--- config.mk ---
export PLATFORM = sky130hd
export DESIGN_NAME = haz_detect_gen
export DESIGN_NICKNAME = d
export VERILOG_FILES = /design/src/rtl/haz_detect_gen.sv
export SDC_FILE = /design/constraint.sdc
export NUM_CORES = 1
export LEC_CHECK = 0
export ABC_AREA = 1
export CAP_MARGIN = 25
export CORE_ASPECT_RATIO = 1.4
export CORE_MARGIN = 2
export CORE_UTILIZATION = 49
export CTS_CLUSTER_SIZE = 28
export DETAILED_ROUTE_END_ITERATION = 10
export PLACE_DENSITY = 0.82
export SKIP_LAST_GASP = 1
export SLEW_MARGIN = 20
export SYNTH_ARGS = -nofsm -noshare
export SYNTH_HDL_FRONTEND = slang
export SYNTH_SLANG_ARGS = --single-unit
--- constraint.sdc ---
create_clock -name clk -period 2 [get_ports clk]
set_clock_uncertainty 0.2 [all_clocks]
set_input_delay 0.4 -clock clk [delete_from_list [all_inputs] [get_ports clk]]
set_output_delay 0.4 -clock clk [all_outputs]
set_load 0.05 [all_outputs]
--- src/rtl/haz_detect_gen.sv ---
// Hazard detector for the ID/EX/MEM instruction window. It registers the data, store and control
// hazard flags and stalls or squashes the window on the resolver's replies. Macro HAZ_STATS_EN adds stat counters.
module haz_detect_gen #(
    parameter int REG_AW    = 5,
    parameter int STALL_MAX = 15
) (
    input  logic              clk,
    input  logic              rst_n,
    input  logic              ena,
    input  logic              in_valid,
    input  logic [REG_AW-1:0] in_rd,
    input  logic [REG_AW-1:0] in_rs1,
    input  logic [REG_AW-1:0] in_rs2,
    input  logic              in_load,
    input  logic              in_store,
    input  logic              in_branch,
    input  logic              in_pred_taken,
    input  logic              ex_taken,
    input  logic              res_resolved,
    input  logic              res_pc_freeze,
    input  logic              res_do_flush,
    output logic              in_ready,
    output logic              haz_data,
    output logic              haz_str,
    output logic              haz_ctrl,
    output logic              haz_fwrd,
    output logic              haz_crct,
    output logic              stall_to,
    input  logic              stat_sel,
    output logic [7:0]        stat_cnt
);

    typedef struct packed {
        logic              valid;
        logic [REG_AW-1:0] rd;
        logic              load;
        logic              store;
        logic              branch;
        logic              pred;
    } slot_t;

    localparam slot_t      BUBBLE      = '0;
    localparam logic [7:0] STALL_LIMIT = 8'(STALL_MAX);

    slot_t             id_q;
    slot_t             ex_q;
    slot_t             mem_q;
    slot_t             in_slot;
    logic [REG_AW-1:0] id_rs1_q;
    logic [REG_AW-1:0] id_rs2_q;

    logic rs1_ex, rs1_mem, rs2_ex, rs2_mem;
    logic data_hit, load_use, str_hit, ctrl_hit, crct_hit;

    logic [7:0] stall_cnt;
    logic [7:0] stall_cnt_next;

    assign in_ready = ena & ~res_pc_freeze & ~res_do_flush;

    always_comb begin
        in_slot = BUBBLE;
        if (in_valid) begin
            in_slot.valid  = 1'b1;
            in_slot.rd     = in_rd;
            in_slot.load   = in_load;
            in_slot.store  = in_store;
            in_slot.branch = in_branch;
            in_slot.pred   = in_pred_taken;
        end
    end

    // Flush beats freeze; a freeze keeps ID and drains EX into MEM behind a bubble.
    always_ff @(posedge clk or negedge rst_n) begin
        if (!rst_n) begin
            id_q     <= BUBBLE;
            ex_q     <= BUBBLE;
            mem_q    <= BUBBLE;
            id_rs1_q <= '0;
            id_rs2_q <= '0;
        end else if (ena) begin
            if (res_do_flush) begin
                id_q  <= BUBBLE;
                ex_q  <= BUBBLE;
                mem_q <= ex_q;
            end else if (res_pc_freeze) begin
                ex_q  <= BUBBLE;
                mem_q <= ex_q;
            end else begin
                mem_q    <= ex_q;
                ex_q     <= id_q;
                id_q     <= in_slot;
                id_rs1_q <= in_valid ? in_rs1 : '0;
                id_rs2_q <= in_valid ? in_rs2 : '0;
            end
        end
    end

    assign rs1_ex  = id_q.valid && (id_rs1_q != '0) && ex_q.valid  && (ex_q.rd  == id_rs1_q);
    assign rs1_mem = id_q.valid && (id_rs1_q != '0) && mem_q.valid && (mem_q.rd == id_rs1_q);
    assign rs2_ex  = id_q.valid && (id_rs2_q != '0) && ex_q.valid  && (ex_q.rd  == id_rs2_q);
    assign rs2_mem = id_q.valid && (id_rs2_q != '0) && mem_q.valid && (mem_q.rd == id_rs2_q);

    // A load feeding ID from EX cannot be forwarded and overrides any MEM match.
    assign data_hit = rs1_ex | rs1_mem | rs2_ex | rs2_mem;
    assign load_use = (rs1_ex | rs2_ex) & ex_q.load;
    assign str_hit  = id_q.valid & id_q.store & ex_q.valid & (ex_q.store | ex_q.load);
    assign ctrl_hit = ex_q.valid & ex_q.branch;
    assign crct_hit = ctrl_hit & (ex_taken == ex_q.pred);

    always_ff @(posedge clk or negedge rst_n) begin
        if (!rst_n) begin
            haz_data <= 1'b0;
            haz_fwrd <= 1'b0;
            haz_str  <= 1'b0;
            haz_ctrl <= 1'b0;
            haz_crct <= 1'b0;
        end else begin
            haz_data <= data_hit;
            haz_fwrd <= data_hit & ~load_use;
            haz_str  <= str_hit;
            haz_ctrl <= ctrl_hit;
            haz_crct <= crct_hit;
        end
    end

    assign stall_cnt_next = (stall_cnt >= STALL_LIMIT) ? STALL_LIMIT : stall_cnt + 8'd1;

    always_ff @(posedge clk or negedge rst_n) begin
        if (!rst_n) begin
            stall_cnt <= 8'd0;
            stall_to  <= 1'b0;
        end else if (res_pc_freeze) begin
            stall_cnt <= stall_cnt_next;
            if (stall_cnt_next == STALL_LIMIT) begin
                stall_to <= 1'b1;
            end
        end else begin
            stall_cnt <= 8'd0;
            if (res_resolved) begin
                stall_to <= 1'b0;
            end
        end
    end

`ifdef HAZ_STATS_EN
    logic [7:0] freeze_cnt;
    logic [7:0] flush_cnt;
    logic       flush_d;

    // Flush events count rising edges of the request, not cycles it is held.
    always_ff @(posedge clk or negedge rst_n) begin
        if (!rst_n) begin
            freeze_cnt <= 8'd0;
            flush_cnt  <= 8'd0;
            flush_d    <= 1'b0;
        end else begin
            flush_d <= res_do_flush;
            if (res_pc_freeze && (freeze_cnt != 8'hFF)) begin
                freeze_cnt <= freeze_cnt + 8'd1;
            end
            if (res_do_flush && !flush_d && (flush_cnt != 8'hFF)) begin
                flush_cnt <= flush_cnt + 8'd1;
            end
        end
    end

    assign stat_cnt = stat_sel ? flush_cnt : freeze_cnt;
`else
    logic unused_stat_sel;

    assign unused_stat_sel = stat_sel;
    assign stat_cnt        = 8'h00;
`endif

endmodule
**Run 1: placement view**

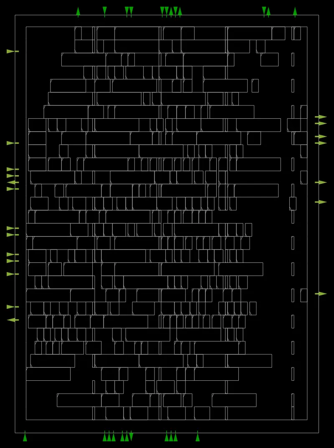
core area: 0.004767 mm²
Site Rows: 30
final core occ: 0.6165
non-filler cells, final: 388

**Run 1: floorplan with the power grid**

Scale bar: 20 µm. Pins as bars on the die edge. Tap cells in grey.
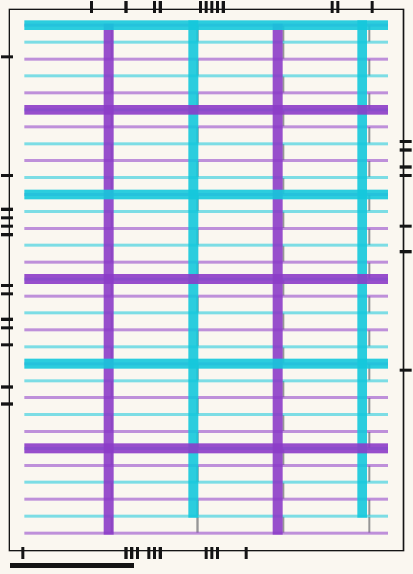
[purple] VSS
[cyan] VDD
met1 rails: 31
tap cells: 64

==> impl_metrics.json, run 1 <==
{
  "clock.latency.late_pin_ns": 0.30,
  "cp_cell_sequence": "clkdlybuf4s50_1 -> nor3_4 -> buf_12",
  "numPortBuffers": 33,
  "yosysWarnings": 0,
  "outcome": "finished, final reports clean",
  "finalHoldViolCount": 0,
  "post_drt_wl_per_cell_um": 12.71,
  "logic_family": "simple AND/OR/NAND/NOR gates",
  "grt_pass1_vias": 2006,
  "cts-root-buf": "clkbuf_8",
  "firstDrtPassIters": 4,
  "cp_top_family": "buffers and inverters",
  "final.period_utilization": 0.9525,
  "antenna_found_initial": 0,
  "grt_start_max_net_pins": 24,
  "irDropWorstVdd_uv": 634.4,
  "synth_area_per_cell_um2": 8.717,
  "final_common_cell": "nand2_1",
  "die_w_um": 63.12,
  "area_delta_synth_final_pct": 22.60,
  "synth.distinct_cells": 25,
  "ant_nets": 0,
  "drt_iter0_drc": 69,
  "dpl.hpwl_um": 3799,
  "tritoncts": "yes",
  "tightest_slew_ns": 0.4807,
  "drc": 0,
  "htreeDepth": 2,
  "fin_area_mm2": 0.002939,
  "grt_overflow_total": 0,
  "clk_pin_slew_ns": 0.08,
  "warning_count": 27,
  "crit_slowest_cell": "clkdlybuf4s50_1",
  "fa_ha_area_frac": 0.005219,
  "track_usage": 0.1989,
  "initCoreUtil": 0.5029,
  "worst_setup_path_end_kind": "output pin",
  "die_y_um": 86.76,
  "clock_path_buffers": 2,
  "setup_violations": 0,
  "diodes": 0,
  "p_leak_nw": 1.400,
  "cts_buffers": 5,
  "pin_count": 43,
  "via_per_inst": 4.982,
  "slew_headroom": 0.6713,
  "grt_pass1_wl_um": 8466,
  "lay_top_cells": "nand2_1, dfrtp_1, inv_1, o21ai_0, nand3_1",
  "postSynthSeqShare": 0.5219,
  "power_mw": 2.203,
  "cp_max_fo": 2,
  "worst_slack_ns": 0.09510,
  "dpl-instance-area_mm2": 0.002810,
  "syn_inst": 275,
  "yosys_cells": 275,
  "synth_flops": 50,
  "crit_arrival_ns": 1.30,
  "netlist_area_mm2": 0.002397,
  "dieArea_mm2": 0.005476,
  "place.gp.congestion": 0.8428,
  "yosys_area_mm2": 0.002397,
  "critPathRequiredTime_ns": 1.40,
  "drt_wl_total_um": 4930,
  "cp-start-kind": "primary input",
  "post-route-min-period_ns": 1.905,
  "hold_path_class": "reg -> reg",
  "synthMuxAreaShare": 0,
  "drive_gt1_frac": 0.1389,
  "timing.hold.ws_ns": 0.2993,
  "rsz0062_at_grt": "no",
  "ys_sh_xor": 0.02923,
  "clkSinkCount": 50,
  "simple_gate_share": 0.1962,
  "p_per_area_mw_per_mm2": 749.5,
  "ys_sh_aoi": 0.1227,
  "layout.nets": 353,
  "drv_cap": 0,
  "pre_cts_ws_ns": -0.1159,
  "crit_path_max_incr_delay_ns": 0.46,
  "worst-path-buf-inv": 2,
  "drv_slew": 0,
  "timing.fmax_mhz": 525.0,
  "criticalPathCategory": "in -> out"
}
**Run 1: cell density map**

Scale bar: 20 µm. The die is cut into 6 by 9 equal tiles; white is low, dark blue is high, 0 to 100% covered.
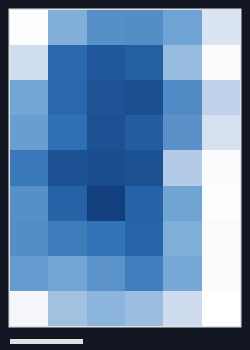
emptiest ninth of the die: lower right
nearly empty tiles: 5.6%
densest ninth of the die: centre

**Run 1: I/O nets highlighted**

Scale bar: 20 µm.
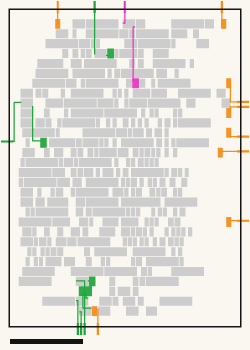
[magenta] in_store | direction: input | edge: top | end cells: 1 | buffers: 1 | wire: 19.3 µm
[green] in_rd | direction: input | edge: 3 bottom, 1 top, 1 left | end cells: 5 | buffers: 5 | wire: 71.6 µm
[orange] stat_cnt | direction: output | edge: 5 right, 2 top, 1 bottom | end cells: 8 | buffers: 0 | wire: 32.6 µm

[run 1: worst register-to-register path, cell delays in order (launching register included)]
cell	delay, ns
dfrtp_1	0.40
ha_1	0.23
nand3_1	0.09
and3_1	0.23
a21oi_1	0.11
nand4_1	0.08
nand2_1	0.05
[run 1: timing repair]
action / in CTS / in global routing
hold endpoints to repair: 13 / 0
setup endpoints to repair: 1 / 0
gates resized: 1 / 0
hold buffers: 1 / 0
setup buffers: 1 / 0
[run 1: power breakdown]
part	switching (mW)	leakage, nW	internal, mW
logic	0.221	0.681	0.147
registers	0.0499	0.661	1.07
clock network	0.315	0.0573	0.400
total	0.586	1.40	1.62
[run 1: area by class of cell]
class	instances	area, µm²
clock inverter	1	30.03
tap	64	80.08
timing repair buffer	47	439.2
fill	435	1828
sequential	50	1251
clock buffer	6	82.58
inverter	43	163.9
multi-input combinational	177	892.1
[run 1: sequential cells by signal, summed over array words and instances (netlist names)]
signal     count
ex_q          10
id_q          10
stall_cnt      8
mem_q          6
id_rs1_q       5
id_rs2_q       5
haz_crct       1
haz_ctrl       1
haz_data       1
haz_fwrd       1
haz_str        1
stall_to       1
[run 1: synthesized netlist by cell type, drive strengths merged]
cell     instances  area share
nand2           58       0.091
dfrtp           50        0.52
inv             43       0.068
o21ai           33       0.072
nand3           27       0.056
nor2            19       0.031
buf             16       0.055
o22ai            7       0.037
a21oi            5       0.010
nor3             4       0.013
xnor2            4       0.015
xor2             4       0.015
a2111oi          1      0.0037
and3             1      0.0026
conb             1      0.0016
ha               1      0.0052
nand4            1      0.0026
[run 1: path summary, 6_finish.rpt]
check	endpoint	depth (start not counted)	slack (ns)	start
worst min register to register	stall_to$_DFFE_PN0P_	2	0.30	stall_to$_DFFE_PN0P_
min in group asynchronous	haz_str$_DFF_PN0_	2	0.33	rst_n
worst max-delay path	in_ready	3	0.1	res_do_flush
max in group asynchronous	id_rs2_q[1]$_DFFE_PN0P_	3	0.75	rst_n
worst min-delay path	stall_to$_DFFE_PN0P_	2	0.30	stall_to$_DFFE_PN0P_
worst max register to register	stall_to$_DFFE_PN0P_	6	0.50	stall_cnt[0]$_DFF_PN0_
[run 1: per-stage QoR]
stage	setup TNS (ns)	instances
floorplan	0	286
global placement	-0.2965	379
detailed placement	-0.7360	379
CTS	0	388
global route	0	388
finish	0	388
[run 1: cell families (layout without fill, tap and decap cells)]
kind of cell / after synthesis / count (layout)
buffers and inverters: 59 / 97
and+or+nand+nor: 110 / 110
adders and majority gates: 1 / 1
other: 1 / 12
xor gates and xnor gates: 8 / 8
AOI/OAI and AO/OA: 46 / 46
DFF: 50 / 50
[run 1: metal layers]
metal / vias to the layer above / track usage / share of wire
met3: 9 / 0.04805 / 0.039
met1: 933 / 0.2074 / 0.38
met5: - / 0 / 0
met4: 0 / 0.08283 / 0.019
met2: 45 / 0.3772 / 0.56
li1: 946 / - / -
**Run 1: sequential cells grouped by signal name**

Scale bar: 20 µm.
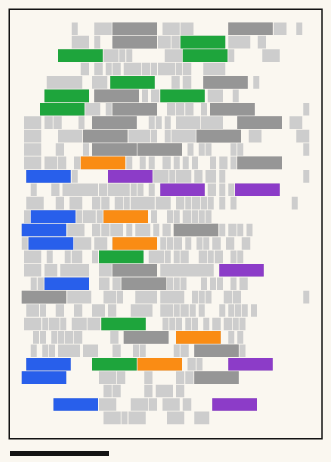

==> run 2, diff against run 1 <==
--- a/config.mk
+++ b/config.mk
@@ -10,7 +10,7 @@
 export CORE_ASPECT_RATIO = 1.4
 export CORE_MARGIN = 2
 export CORE_UTILIZATION = 49
-export CTS_CLUSTER_SIZE = 28
+export CTS_CLUSTER_SIZE = 25
 export DETAILED_ROUTE_END_ITERATION = 10
 export PLACE_DENSITY = 0.82
 export SKIP_LAST_GASP = 1
==> constraint.sdc (replaced) <==
create_clock -name clk -period 1.76 [get_ports clk]
set_clock_uncertainty 0.2 [all_clocks]
set_input_delay 0.352 -clock clk [delete_from_list [all_inputs] [get_ports clk]]
set_output_delay 0.352 -clock clk [all_outputs]
set_load 0.05 [all_outputs]
**Run 2: sequential cells grouped by signal name**

Scale bar: 20 µm.
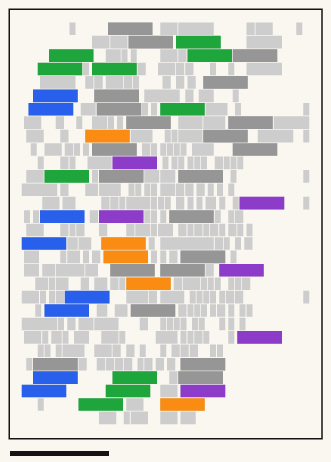
[green] id_q | flops: 10
[orange] id_rs1_q | flops: 5
[purple] mem_q | flops: 6
[blue] stall_cnt | flops: 8

==> impl_metrics.json, run 2 <==
{
  "outcome": "finished, final reports clean",
  "crit_arrival_ns": 1.10,
  "drive_gt1_frac": 0.1362,
  "crit_path_max_incr_delay_ns": 0.29,
  "htreeDepth": 2,
  "power_mw": 2.527,
  "synth_flops": 50,
  "common_cells": "nand2_1, dfrtp_1, inv_1",
  "timing.fmax_mhz": 605.4,
  "lay_top_cells": "nand2_1, dfrtp_1, inv_1, o21ai_0, nand3_1",
  "reg_top3": "ex_q (10), id_q (10), stall_cnt (8)",
  "final_common_cell": "nand2_1",
  "dieArea_mm2": 0.005476,
  "reg2reg_setup_slack_ns": 0.24,
  "seq_power_share": 0.505,
  "critPathRequiredTime_ns": 1.21,
  "cts_buffers": 5,
  "fin_area_mm2": 0.003017,
  "drt_wl_total_um": 5062,
  "die_w_um": 63.12,
  "yosysWarnings": 0,
  "grt_start_max_net_pins": 51,
  "p_int_mw": 1.846,
  "syn_inst": 275,
  "crit_slowest_cell": "dlygate4sd2_1",
  "initCoreUtil": 0.5029,
  "yosys_cells": 275,
  "track_usage": 0.1995,
  "cp_cell_sequence": "dlygate4sd2_1 -> inv_4 -> nor3_4 -> buf_4 -> buf_12",
  "cp-start-kind": "primary input",
  "numPortBuffers": 33,
  "pin_count": 43,
  "async_reset_ff_frac": 1.000,
  "nFillCells": 419,
  "switching_share": 0.2695,
  "clkSinkCount": 50,
  "switchingPower_uw": 681.0,
  "clock_path_buffers": 2,
  "cp_max_fo": 2,
  "worst_setup_path_end_kind": "output pin",
  "final.period_utilization": 0.9385,
  "setup_tns_ns": 0,
  "post_drt_wl_per_cell_um": 13.08,
  "rsz0062_at_grt": "no",
  "synth.distinct_cells": 25,
  "warning_count": 27,
  "synth.largest_area_cell": "dfrtp_1",
  "setup_violations": 0,
  "drv_cap": 0,
  "ys_dominant_reg_cell": "dfrtp_1",
  "edf_count": 0,
  "via_per_inst": 5.021,
  "irDropWorstVdd_uv": 515.7,
  "dpl-instance-area_mm2": 0.002898,
  "grt_overflow_total": 0,
  "grt_pass1_wl_um": 8493,
  "combPwrFrac": 0.171,
  "power.share.clock": 0.324,
  "hold_path_class": "reg -> reg",
  "diodes": 0,
  "drv_slew": 0,
  "drt_iter0_drc": 83,
  "grt_pass1_vias": 1997,
  "tritoncts": "yes",
  "drc": 0,
  "ant_nets": 0,
  "clk_pin_slew_ns": 0.08,
  "post-route-min-period_ns": 1.652,
  "layout.nets": 352,
  "criticalPathCategory": "in -> out",
  "netlist_area_mm2": 0.002397,
  "p_per_area_mw_per_mm2": 837.6,
  "synth_area_per_cell_um2": 8.717,
  "finalHoldViolCount": 0,
  "most_common_cell": "nand2_1",
  "yosys_area_mm2": 0.002397,
  "clock.latency.late_pin_ns": 0.30,
  "area_delta_synth_final_pct": 25.83,
  "place.gp.congestion": 0.8616,
  "firstDrtPassIters": 4,
  "cts-root-buf": "clkbuf_8"
}
**Run 2: cell density map**

Scale bar: 20 µm. The die is cut into 6 by 9 equal tiles; white is low, dark blue is high, 0 to 100% covered.
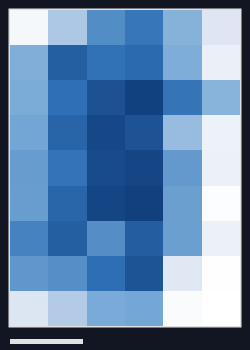
fullest tile: 93%
tiles over 75% full: 30%
densest ninth of the die: centre

## run 2: logic make-up after synthesis
group,count (synthesis),share of synthesized area
fa+ha+maj,1,0.005218
buf+inv,59,0.1232
flops,50,0.5219
other cells,1,0.001564
simple gates,110,0.1962
xor+xnor,8,0.02922
compound gates,46,0.1226
## run 2: per-stage QoR
stage | hold slack [ns] | setup WS, ns | cells
global route | 0.3140 | 0.05941 | 387
detailed placement | 0.1615 | -0.2664 | 379
floorplan | -0.1436 | 0.2812 | 286
CTS | 0.3002 | 0.1006 | 387
global placement | 0.1545 | -0.2539 | 379
finish | 0.2963 | 0.1083 | 387
## run 2: area by class of cell
type | instances | area share
multi-input combinational | 177 | 0.2957
sequential | 50 | 0.4148
tap | 64 | 0.02655
timing repair buffer | 46 | 0.1713
clock inverter | 1 | 0.009954
clock buffer | 6 | 0.02737
inverter | 43 | 0.05433
## run 2: repair_timing
action | CTS | global route
hold buffers | 1 | 0
endpoints found under the setup margin | 1 | 0
gates resized | 3 | 0
hold endpoints to repair | 50 | 0
setup buffers | 0 | 0
## run 2: worst paths after layout
path                                         from                      end  depth (start not counted)
setup / recovery                              ena                 in_ready                          5
hold / removal                ex_q[1]$_DFFE_PN0P_      ex_q[1]$_DFFE_PN0P_                          2
setup reg to reg           stall_cnt[0]$_DFF_PN0_     stall_to$_DFFE_PN0P_                          6
hold reg to reg               ex_q[1]$_DFFE_PN0P_      ex_q[1]$_DFFE_PN0P_                          2
max in group asynchronous                   rst_n  id_rs2_q[1]$_DFFE_PN0P_                          3
min in group asynchronous                   rst_n      id_q[3]$_DFFE_PN0P_                          3
## run 2: power groups by stage
stage	registers [mW]	logic (mW)	clock network, mW
global placement	1.29	0.415	0
global route	1.29	0.478	0.883
floorplan	1.29	0.264	0
CTS	1.27	0.433	0.820
finish	1.28	0.431	0.819
detailed placement	1.30	0.428	0
## run 2: worst max-delay path, delay by kind of cell
kind                   cells  cell delay [ns]
and+or+nand+nor            1             0.12
buffers and inverters      4             0.62
## run 2: metal layers
| metal | up-vias | GRT usage | wire length, µm |
|---|---|---|---|
| li1 | 944 | - | - |
| met1 | 930 | 0.2093 | 1929 |
| met2 | 58 | 0.3820 | 2797 |
| met3 | 11 | 0.03766 | 231 |
| met4 | 0 | 0.08889 | 104 |
| met5 | - | 0 | 0 |
==> run 3, diff against run 2 <==
--- a/config.mk
+++ b/config.mk
@@ -12,6 +12,7 @@
 export CORE_UTILIZATION = 49
 export CTS_CLUSTER_SIZE = 25
 export DETAILED_ROUTE_END_ITERATION = 10
+export GPL_ROUTABILITY_DRIVEN = 0
 export PLACE_DENSITY = 0.82
 export SKIP_LAST_GASP = 1
 export SLEW_MARGIN = 20
**Run 3: placement view**

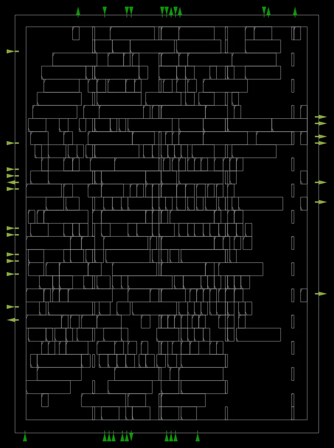
non-filler cells, final: 387
Layout fillers: 419
sequential cell area share: 0.4148

**Run 3: sequential cells grouped by signal name**

Scale bar: 20 µm.
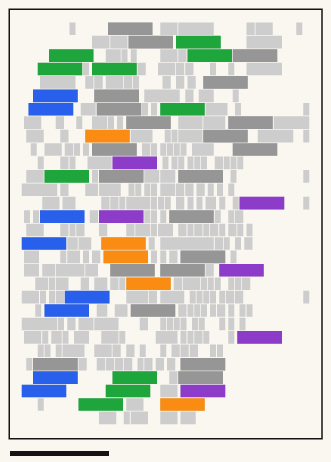
[purple] mem_q | flops: 6
[blue] stall_cnt | flops: 8
[orange] id_rs1_q | flops: 5
[green] id_q | flops: 10
not coloured: 21

==> impl_metrics.json, run 3 <==
{
  "worst_setup_path_end_kind": "output pin",
  "ys_dominant_reg_cell": "dfrtp_1",
  "core.rowCount": 30,
  "htreeDepth": 2,
  "drt_wl_total_um": 5062,
  "diodes": 0,
  "warning_count": 27,
  "track_usage": 0.1995,
  "synth.distinct_cells": 25,
  "drt_iter0_drc": 83,
  "synth_flops": 50,
  "post_drt_wl_per_cell_um": 13.08,
  "cts-root-buf": "clkbuf_8",
  "cts_setup_buffers": 0,
  "core_area_mm2": 0.004767,
  "clock_path_buffers": 2,
  "setup_violations": 0,
  "grt_pass1_vias": 1997,
  "synth.largest_area_cell": "dfrtp_1",
  "whs_endpoint": "ex_q[1]$_DFFE_PN0P_",
  "min_path_cells": 2,
  "rsz0062_at_grt": "no",
  "outcome": "finished, final reports clean",
  "finalHoldViolCount": 0,
  "netlist_area_mm2": 0.002397,
  "initCoreUtil": 0.5029,
  "die_y_um": 86.76,
  "irDropWorstVdd_uv": 515.7,
  "area_leaders": "dfrtp_1, nand2_1, o21ai_0, inv_1, nand3_1",
  "area_delta_synth_final_pct": 25.83,
  "yosysWarnings": 0,
  "firstDrtPassIters": 4,
  "die_w_um": 63.12,
  "postSynthSeqShare": 0.5219,
  "cp-start-kind": "primary input",
  "pin_count": 43,
  "reg2reg_setup_slack_ns": 0.24,
  "criticalPathCategory": "in -> out",
  "grt_pass1_wl_um": 8493,
  "clkSinkCount": 50,
  "most_common_cell": "nand2_1",
  "timing.fmax_mhz": 605.4,
  "r2r_cells": 6,
  "post-route-min-period_ns": 1.652,
  "crit_arrival_ns": 1.10,
  "clk_pin_slew_ns": 0.08,
  "common_cells": "nand2_1, dfrtp_1, inv_1",
  "tritoncts": "yes",
  "cts_buffers": 5,
  "synth_area_per_cell_um2": 8.717,
  "hold_path_class": "reg -> reg",
  "syn_inst": 275,
  "min_from": "ex_q[1]$_DFFE_PN0P_",
  "regToRegEndpoint": "stall_to$_DFFE_PN0P_",
  "dpl.hpwl_um": 3718,
  "drc": 0,
  "async_reset_ff_frac": 1.000,
  "timing.hold.ws_ns": 0.2963,
  "top_area_frac": 0.5219,
  "yosys_cells": 275,
  "antenna_found_initial": 0,
  "via_per_inst": 5.021,
  "reg2reg_from": "stall_cnt[0]$_DFF_PN0_",
  "grt_overflow_total": 0,
  "setup.worst_path.start": "ena"
}
[run 3: cell counts after synthesis]
No cell type changed its count.
[run 3: layer usage]
metal  GRT usage  vias to the layer above  routed length, µm
met1      0.2093                      930               1929
met4     0.08889                        0                104
met2      0.3820                       58               2797
met3     0.03766                       11                231
met5           0                        -                  0
li1            -                      944                  -
[run 3: layout make-up]
type	instances	area, µm²	area share
multi-input combinational	177	892.1	0.2957
clock buffer	6	82.58	0.02737
inverter	43	163.9	0.05433
sequential	50	1251	0.4148
clock inverter	1	30.03	0.009954
tap	64	80.08	0.02655
timing repair buffer	46	516.7	0.1713
[run 3: timing repair]
item                                    CTS  global route
endpoints found under the setup margin    1             0
resized                                   3             0
hold buffers                              1             0
hold endpoints to repair                 50             0
[run 3: kinds of logic after synthesis]
family / after synthesis / share of synthesized area
xor gates and xnor gates: 8 / 0.02922
buffers and inverters: 59 / 0.1232
other: 1 / 0.001564
and+or+nand+nor: 110 / 0.1962
AOI/OAI and AO/OA: 46 / 0.1226
DFF: 50 / 0.5219
adders and majority gates: 1 / 0.005218
[run 3: power breakdown]
group          switching, mW  total [mW]  internal [mW]
Clock                  0.364       0.819          0.455
Sequential            0.0614        1.28           1.22
Combinational          0.256       0.431          0.175
Total                  0.681        2.53           1.85
[run 3: worst max-delay path: stages]
cell,delay [ns]
dlygate4sd2_1,0.29
inv_4,0.05
nor3_4,0.12
buf_4,0.15
buf_12,0.13
[run 3: worst max path at each step]
stage                               to  slack (ns)  cells past startpoint
2_1_floorplan                 in_ready        0.28                      4
6_report                      in_ready        0.11                      5
3_5_place_dp   id_rs1_q[2]$_DFFE_PN0P_       -0.27                      7
5_1_grt                       in_ready        0.06                      5
3_3_place_gp   id_rs1_q[2]$_DFFE_PN0P_       -0.25                      7
4_1_cts                       in_ready        0.10                      5
[run 3: stage by stage]
step	TNS [ns]	util	cells	setup slack, ns	instance area (µm²)
final	0	0.6328	387	0.1083	3017
after global routing	0	0.6328	387	0.05941	3017
after CTS	0	0.6328	387	0.1006	3017
after detailed placement	-4.447	0.6079	379	-0.2664	2898
after global placement	-4.042	0.6079	379	-0.2539	2898
after floorplan	0	-	286	0.2812	2439
Power figures rest on the tool's default switching activity, not on a simulated workload.
